--- config.mk ---
export PLATFORM = sky130hd
export DESIGN_NAME = uart_status_tx
export DESIGN_NICKNAME = d
export VERILOG_FILES = /design/src/rtl/uart_status_tx.sv
export SDC_FILE = /design/constraint.sdc
export NUM_CORES = 1
export LEC_CHECK = 0
export CORE_ASPECT_RATIO = 1.5
export CORE_MARGIN = 4
export CORE_UTILIZATION = 25
export CTS_CLUSTER_DIAMETER = 200
export CTS_CLUSTER_SIZE = 25
export DETAILED_ROUTE_END_ITERATION = 10
export HOLD_SLACK_MARGIN = 0.15
export PLACE_DENSITY = 0.49
export SKIP_LAST_GASP = 1
export SYNTH_ARGS = -nofsm -noshare
export SYNTH_HDL_FRONTEND = slang
export SYNTH_SLANG_ARGS = --single-unit
export TNS_END_PERCENT = 100
--- constraint.sdc ---
create_clock -name clk_i -period 1.6 [get_ports clk_i]
set_clock_uncertainty 0.15 [all_clocks]
set_input_delay 0.24 -clock clk_i [delete_from_list [all_inputs] [get_ports clk_i]]
set_output_delay 0.24 -clock clk_i [all_outputs]
set_load 0.05 [all_outputs]
--- src/rtl/uart_status_tx.sv ---
// rtl/uart_status_tx.sv - Serializes a snapshot of mode select and MM:SS time as an ASCII status frame
// Bytes are handed one at a time to a UART TX core over a start/done handshake.
module uart_status_tx #(
  parameter bit CRLF = 1'b1
) (
  input  logic       clk_i,
  input  logic       reset_i,
  input  logic       send_i,
  input  logic [1:0] sel_i,
  input  logic [3:0] min_tens_i,
  input  logic [3:0] min_ones_i,
  input  logic [3:0] sec_tens_i,
  input  logic [3:0] sec_ones_i,
  input  logic       tx_done_i,
  output logic       tx_start_o,
  output logic [7:0] tx_data_o,
  output logic       busy_o,
  output logic       frame_done_o
);

  typedef enum logic [1:0] {
    S_IDLE,
    S_LOAD,
    S_WAIT
  } state_e;

  localparam logic [3:0] LAST_IDX = CRLF ? 4'd8 : 4'd6;

  state_e      state_q, state_d;
  logic [3:0]  idx_q, idx_d;
  logic [1:0]  sel_q, sel_d;
  logic [15:0] dig_q, dig_d;
  logic        frame_done_q, frame_done_d;
  logic [7:0]  frame_byte;

  // Non-BCD digit values are shown as '?' rather than wrapping into punctuation.
  function automatic logic [7:0] bcd_ascii(input logic [3:0] d);
    if (d <= 4'd9) begin
      return 8'h30 + {4'h0, d};
    end
    return 8'h3F;
  endfunction

  always_comb begin
    frame_byte = 8'h00;
    case (idx_q)
      4'd0:    frame_byte = 8'h30 + {6'b000000, sel_q};
      4'd1:    frame_byte = 8'h20;
      4'd2:    frame_byte = bcd_ascii(dig_q[15:12]);
      4'd3:    frame_byte = bcd_ascii(dig_q[11:8]);
      4'd4:    frame_byte = 8'h3A;
      4'd5:    frame_byte = bcd_ascii(dig_q[7:4]);
      4'd6:    frame_byte = bcd_ascii(dig_q[3:0]);
      4'd7:    frame_byte = 8'h0D;
      4'd8:    frame_byte = 8'h0A;
      default: frame_byte = 8'h00;
    endcase
  end

  always_comb begin
    state_d      = state_q;
    idx_d        = idx_q;
    sel_d        = sel_q;
    dig_d        = dig_q;
    frame_done_d = 1'b0;
    case (state_q)
      S_IDLE: begin
        if (send_i) begin
          sel_d   = sel_i;
          dig_d   = {min_tens_i, min_ones_i, sec_tens_i, sec_ones_i};
          idx_d   = 4'd0;
          state_d = S_LOAD;
        end
      end
      S_LOAD: begin
        state_d = S_WAIT;
      end
      S_WAIT: begin
        if (tx_done_i) begin
          if (idx_q == LAST_IDX) begin
            idx_d        = 4'd0;
            frame_done_d = 1'b1;
            state_d      = S_IDLE;
          end else begin
            idx_d   = idx_q + 4'd1;
            state_d = S_LOAD;
          end
        end
      end
      default: begin
        state_d = S_IDLE;
      end
    endcase
  end

  always_ff @(posedge clk_i) begin
    if (reset_i) begin
      state_q      <= S_IDLE;
      idx_q        <= 4'd0;
      sel_q        <= 2'b00;
      dig_q        <= 16'h0000;
      frame_done_q <= 1'b0;
    end else begin
      state_q      <= state_d;
      idx_q        <= idx_d;
      sel_q        <= sel_d;
      dig_q        <= dig_d;
      frame_done_q <= frame_done_d;
    end
  end

  // tx_data is a mux of registered state only, so it stays stable through WAIT.
  assign tx_start_o   = (state_q == S_LOAD);
  assign busy_o       = (state_q != S_IDLE);
  assign tx_data_o    = busy_o ? frame_byte : 8'h00;
  assign frame_done_o = frame_done_q;

endmodule

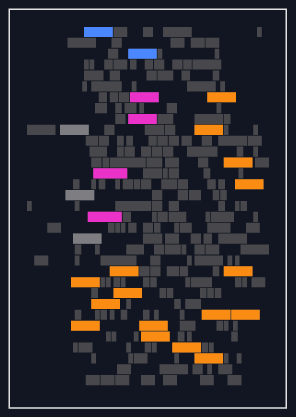
*Sequential cells colored by netlist name, run 1*
(4 px per µm) Other sequential cells in the stronger gray, the rest of the logic in the fainter gray.
orange -> `dig_q`  # sequential cells 16
blue -> `state_q`  # sequential cells 2
magenta -> `idx_q`  # sequential cells 4

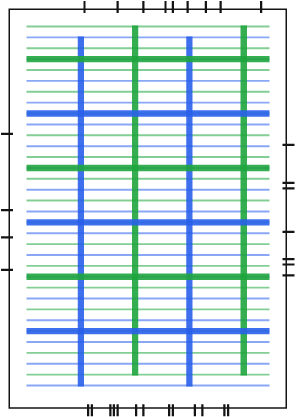
*Supply network, run 1*
(4 px per µm) Pins as bars on the die edge.
blue -> VSS
green -> VDD
signal pins = 33
met5 straps = 6
met1 rails = 34
rows = 33
Die Ht: 99.3 µm
maximum VDD drop: 259 µV
Core ar.: 0.00545 mm²

==> flow_metrics.py, run 1 <==
# Metrics from the implementation run
metrics = {
    "status": {
        "status": "finished, violations left",
        "violations": "negative setup slack",
    },
    "routing": {
        "routed.top_layer": "met4",
        "post-route-drc-count": 0,
        "wl_um": 3960,
    },
    "power": {
        "p_comb_uw": 402,
        "pwr-share-seq": 0.463,
        "power_leader": "registers",
        "p_comb_frac": 0.272,
        "intPower_mw": 1.03,
        "p_per_area_mw_per_mm2": 653,
    },
    "clock_network": {
        "clock_sinks": 25,
        "clk_path_buf_depth": 2,
    },
    "layout": {
        "logic_area_um2": 947,
        "final_core_util": 0.414,
        "clockBufferCount": 3,
        "sh_comb_area": 0.419,
        "nNonClkInverters": 10,
        "clk_share": 0.0216,
        "buffer_area_frac": 0.276,
        "fillers": 594,
        "finalNonFillerCells": 311,
        "stdcell_area_mm2": 0.00226,
        "largest_reg_flops": 16,
        "seq_share": 0.225,
    },
    "setup_path": {
        "cp_max_fo": 5,
        "worst-r2r-cell-count": 7,
        "critPathLaunchType": "flip-flop",
        "cp.depth": 7,
        "worstSetupEndpointType": "output port",
        "cp_data_required_time_ns": 1.21,
        "crit_end": "tx_data_o[4]",
        "crit_chain": "inv_4 > ha_1 > nor3_2 > a221o_2 > buf_12 > a31oi_4 > buf_12",
        "startpoint": "idx_q[1]$_SDFFE_PP0P_",
        "max_stage_delay_ns": 0.39,
        "timing.rr.start": "idx_q[0]$_SDFFE_PP0P_",
        "crit_family": "AND-OR/OR-AND gates",
        "worstSetupPathType": "flip-flop to output port",
    },
    "synth": {
        "async_reset_ff_frac": 0,
        "area_leaders": "dfxtp_1 36%, a21oi_1 13%, nand2_1 11%",
        "ys_types": 40,
        "ys_sh_adder": 0.0360,
        "simple_gate_area_frac": 0.282,
        "flop_cell": "dfxtp_1",
        "ys_ff": 25,
        "syn_area_mm2": 0.00139,
        "synth_compound_gate_area_share": 0.229,
        "netlist_instances": 188,
        "syn_avg_cell_area_um2": 7.39,
        "top_area_cell": "dfxtp_1",
        "ys_top_cells_by_count": "41 x nand2_1, 36 x a21oi_1, 25 x dfxtp_1, 11 x nor2_1, 10 x inv_1",
        "top_area_frac": 0.360,
    },
    "sta": {
        "period_needed_ns": 2.20,
        "hold_viol_final": 0,
        "post-route-period-util": 1.38,
        "holdWs_ns": 0.312,
        "setup_ws_ns": -0.603,
        "finalSetupViolations": 9,
        "max_freq_mhz": 454,
    },
    "placed_design": {
        "place_area_mm2": 0.00214,
        "dp.cells": 306,
        "dp_hpwl_um": 3260,
    },
    "floorplanning": {
        "die_area_mm2": 0.00684,
        "nWellTaps": 70,
        "die_x_um": 68.9,
        "num_rows": 33,
    },
    "global_route": {
        "grt.met3_usage": 0.0147,
        "grt_pass1_wl_um": 6370,
        "overflow": 0,
        "grtUsageMet1": 0.123,
    },
    "job": {
        "drv_cap": 0,
    },
    "min_path": {
        "holdCritStartpoint": "dig_q[12]$_SDFFE_PP0P_",
    },
}
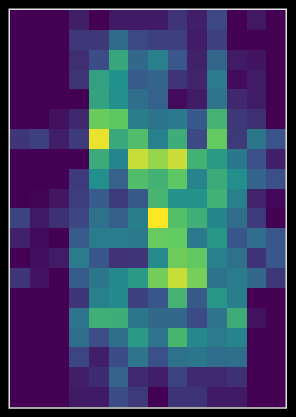
*Wiring heat map, run 1*
(4 px per µm) The die is cut into 14 by 20 equal tiles; dark purple is low, yellow is high, scaled to the fullest tile. Values are wire area over tile area, all layers added.
densest ninth of the die = center
nearly empty tiles = 25%
tiles over half the peak = 16%
total track usage: 0.122
vias: 1445

### Placement view, run 1

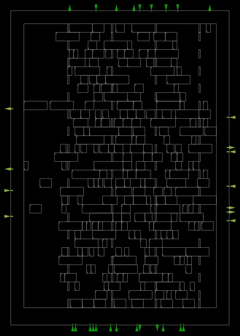

==> run 2, diff against run 1 <==
--- a/config.mk
+++ b/config.mk
@@ -5,14 +5,17 @@
 export SDC_FILE = /design/constraint.sdc
 export NUM_CORES = 1
 export LEC_CHECK = 0
+export CELL_PAD_IN_SITES_DETAIL_PLACEMENT = 1
+export CELL_PAD_IN_SITES_GLOBAL_PLACEMENT = 2
 export CORE_ASPECT_RATIO = 1.5
 export CORE_MARGIN = 4
-export CORE_UTILIZATION = 25
+export CORE_UTILIZATION = 24
 export CTS_CLUSTER_DIAMETER = 200
 export CTS_CLUSTER_SIZE = 25
 export DETAILED_ROUTE_END_ITERATION = 10
 export HOLD_SLACK_MARGIN = 0.15
-export PLACE_DENSITY = 0.49
+export MAX_ROUTING_LAYER = met4
+export PLACE_DENSITY = 0.75
 export SKIP_LAST_GASP = 1
 export SYNTH_ARGS = -nofsm -noshare
 export SYNTH_HDL_FRONTEND = slang
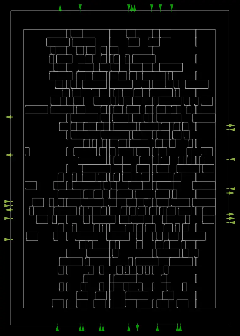
*Placement view, run 2*
fin util: 0.414
Well Taps: 70

==> flow_metrics.py, run 2 <==
# Metrics from the implementation run
metrics = {
    "global_route": {
        "track_usage": 0.134,
        "grt_pass1_wl_um": 7510,
        "grt.met3_usage": 0.0109,
        "grtUsageMet1": 0.152,
    },
    "placed_design": {
        "dp.cells": 302,
        "place_area_mm2": 0.00210,
    },
    "power": {
        "pwr-share-seq": 0.467,
    },
    "floorplanning": {
        "die_x_um": 70.1,
        "core_area_mm2": 0.00553,
        "die_area_mm2": 0.00710,
    },
    "sta": {
        "setup_ws_ns": -0.663,
        "finalSetupViolations": 9,
        "max_freq_mhz": 442,
        "hold_viol_final": 0,
    },
    "setup_path": {
        "crit_chain": "inv_4 > ha_4 > nor3_4 > a221o_2 > a31oi_4 > buf_12",
        "crit_end": "tx_data_o[4]",
        "worstSetupPathType": "flip-flop to output port",
        "worstSetupEndpointType": "output port",
        "crit_family": "AND-OR/OR-AND gates",
        "startpoint": "idx_q[1]$_SDFFE_PP0P_",
        "worst-r2r-cell-count": 7,
        "max_stage_delay_ns": 0.51,
        "cp.depth": 6,
    },
    "layout": {
        "clockBufferCount": 3,
        "largest_reg_flops": 16,
        "stdcell_area_mm2": 0.00229,
        "logic_area_um2": 985,
        "seq_share": 0.222,
        "clk_share": 0.0202,
        "buffer_area_frac": 0.271,
        "sh_comb_area": 0.430,
    },
    "status": {
        "status": "finished, violations left",
        "violations": "negative setup slack",
    },
    "synth": {
        "async_reset_ff_frac": 0,
        "syn_avg_cell_area_um2": 7.39,
        "netlist_instances": 188,
        "synth_compound_gate_area_share": 0.229,
        "syn_area_mm2": 0.00139,
        "flop_cell": "dfxtp_1",
        "ys_types": 40,
    },
    "routing": {
        "post-route-drc-count": 0,
        "wl_um": 4420,
        "routed.top_layer": "met4",
    },
    "min_path": {
        "holdCritStartpoint": "dig_q[0]$_SDFFE_PP0P_",
    },
}
### Wiring heat map, run 2

(4 px per µm) The die is cut into 14 by 20 equal tiles; dark purple is low, yellow is high, scaled to the fullest tile. Values are wire area over tile area, all layers added.
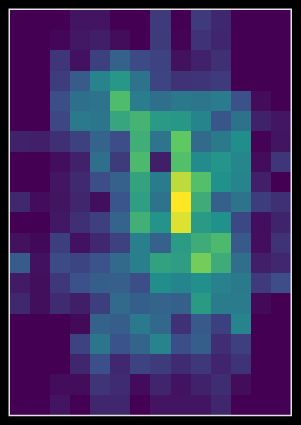

==> run 3, diff against run 2 <==
==> constraint.sdc (replaced) <==
create_clock -name clk_i -period 2 [get_ports clk_i]
set_clock_uncertainty 0.15 [all_clocks]
set_input_delay 0.3 -clock clk_i [delete_from_list [all_inputs] [get_ports clk_i]]
set_output_delay 0.3 -clock clk_i [all_outputs]
set_load 0.05 [all_outputs]
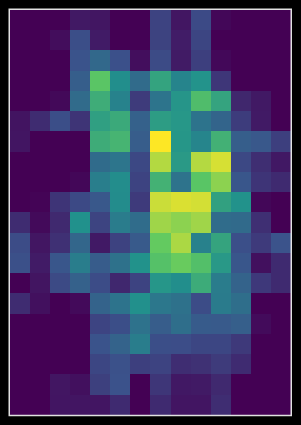
*Wiring heat map, run 3*
(4 px per µm) The die is cut into 14 by 20 equal tiles; dark purple is low, yellow is high, scaled to the fullest tile. Values are wire area over tile area, all layers added.
nearly empty tiles = 29%
tiles over half the peak = 15%
mean over tiles = 0.095
WL final: 4390 µm
Avg WL per Cell: 14.3 µm
total track usage: 0.133
vias: 1432

==> flow_metrics.py, run 3 <==
# Metrics from the implementation run
metrics = {
    "global_route": {
        "met2_usage": 0.235,
        "grtUsageMet1": 0.150,
        "grt.met3_usage": 0.0169,
        "grt_pass1_vias": 1484,
        "grt_pass1_wl_um": 7330,
    },
    "layout": {
        "stdcell_area_mm2": 0.00225,
        "buffer_area_frac": 0.258,
        "seq_area_um2": 509,
        "final_core_util": 0.406,
        "largest_reg_flops": 16,
        "seq_share": 0.226,
        "sh_comb_area": 0.435,
        "clk_share": 0.0223,
        "finalNonFillerCells": 308,
        "logic_area_um2": 977,
        "nFlopsAndLatches": 25,
        "top_regs": "dig_q (16), idx_q (4)",
        "top_register": "dig_q",
        "syn_to_final_growth_pct": 61.7,
        "clockBufferCount": 3,
        "lay_top_cells": "41 x nand2_1, 32 x a21oi_1, 25 x buf_4",
        "comb_cells": 143,
        "nNonClkInverters": 10,
    },
    "synth": {
        "simple_gate_area_frac": 0.282,
        "top_area_cell": "dfxtp_1",
        "async_reset_ff_frac": 0,
        "synth_compound_gate_area_share": 0.229,
        "ys_cells": 188,
        "syn_area_mm2": 0.00139,
        "area_leaders": "dfxtp_1 36%, a21oi_1 13%, nand2_1 11%",
        "ys_ff": 25,
        "netlist_instances": 188,
        "ys_types": 40,
        "top_logic_kind": "simple AND/OR/NAND/NOR gates",
        "syn_avg_cell_area_um2": 7.39,
        "synth_warnings": 0,
        "ys_sh_xor": 0,
        "flop_cell": "dfxtp_1",
        "top_area_frac": 0.360,
        "ys_area_mm2": 0.00139,
    },
    "setup_path": {
        "worstSetupEndpointType": "output port",
        "worst-r2r-cell-count": 8,
        "cp_max_fo": 4,
        "worstSetupPathType": "flip-flop to output port",
        "r2r-end": "idx_q[2]$_SDFFE_PP0P_",
        "crit_end": "tx_data_o[1]",
        "crit_family": "simple AND/OR/NAND/NOR gates",
        "startpoint": "idx_q[0]$_SDFFE_PP0P_",
        "cp.depth": 7,
        "crit_chain": "inv_6 > ha_4 > or3b_4 > o22ai_2 > nor2_2 > a21oi_4 > buf_12",
        "rrSetupSlack_ns": 0.09,
        "max_stage_delay_ns": 0.42,
    },
    "routing": {
        "post-route-drc-count": 0,
        "viasPerCell": 4.65,
        "detail-route-antenna-nets": 0,
        "drt_iter0_drc": 39,
        "met2_length_um": 2250,
        "met1Wirelength_um": 1950,
        "routed.top_layer": "met4",
        "first_pass_iters": 4,
        "wl_met3_um": 89,
    },
    "power": {
        "pwr-share-seq": 0.461,
        "power_leader": "registers",
        "switching_share": 0.316,
        "p_leak_nw": 0.797,
        "pg_clk_uw": 333,
        "irDropWorstVdd_uv": 220,
    },
    "floorplanning": {
        "core_area_mm2": 0.00553,
        "num_rows": 33,
        "die_area_mm2": 0.00710,
        "nWellTaps": 70,
        "die_x_um": 70.1,
    },
    "placed_design": {
        "gp_congestion": 0.801,
        "place_area_mm2": 0.00200,
        "pre_cts_slack_ns": -0.116,
        "dp.cells": 297,
    },
    "status": {
        "violations": "negative setup slack",
        "status": "finished, violations left",
    },
    "sta": {
        "setup_ws_ns": -0.315,
        "period_needed_ns": 2.32,
        "max_freq_mhz": 432,
        "hold_viol_final": 0,
        "finalSetupViolations": 6,
        "max_slew_margin": 0.668,
    },
    "min_path": {
        "holdCritStartpoint": "dig_q[0]$_SDFFE_PP0P_",
    },
    "clock_network": {
        "root_buffer": "clkbuf_8",
        "h-tree-depth": 1,
    },
    "job": {
        "drv_cap": 0,
    },
}
Power figures rest on the tool's default switching activity, not on a simulated workload.
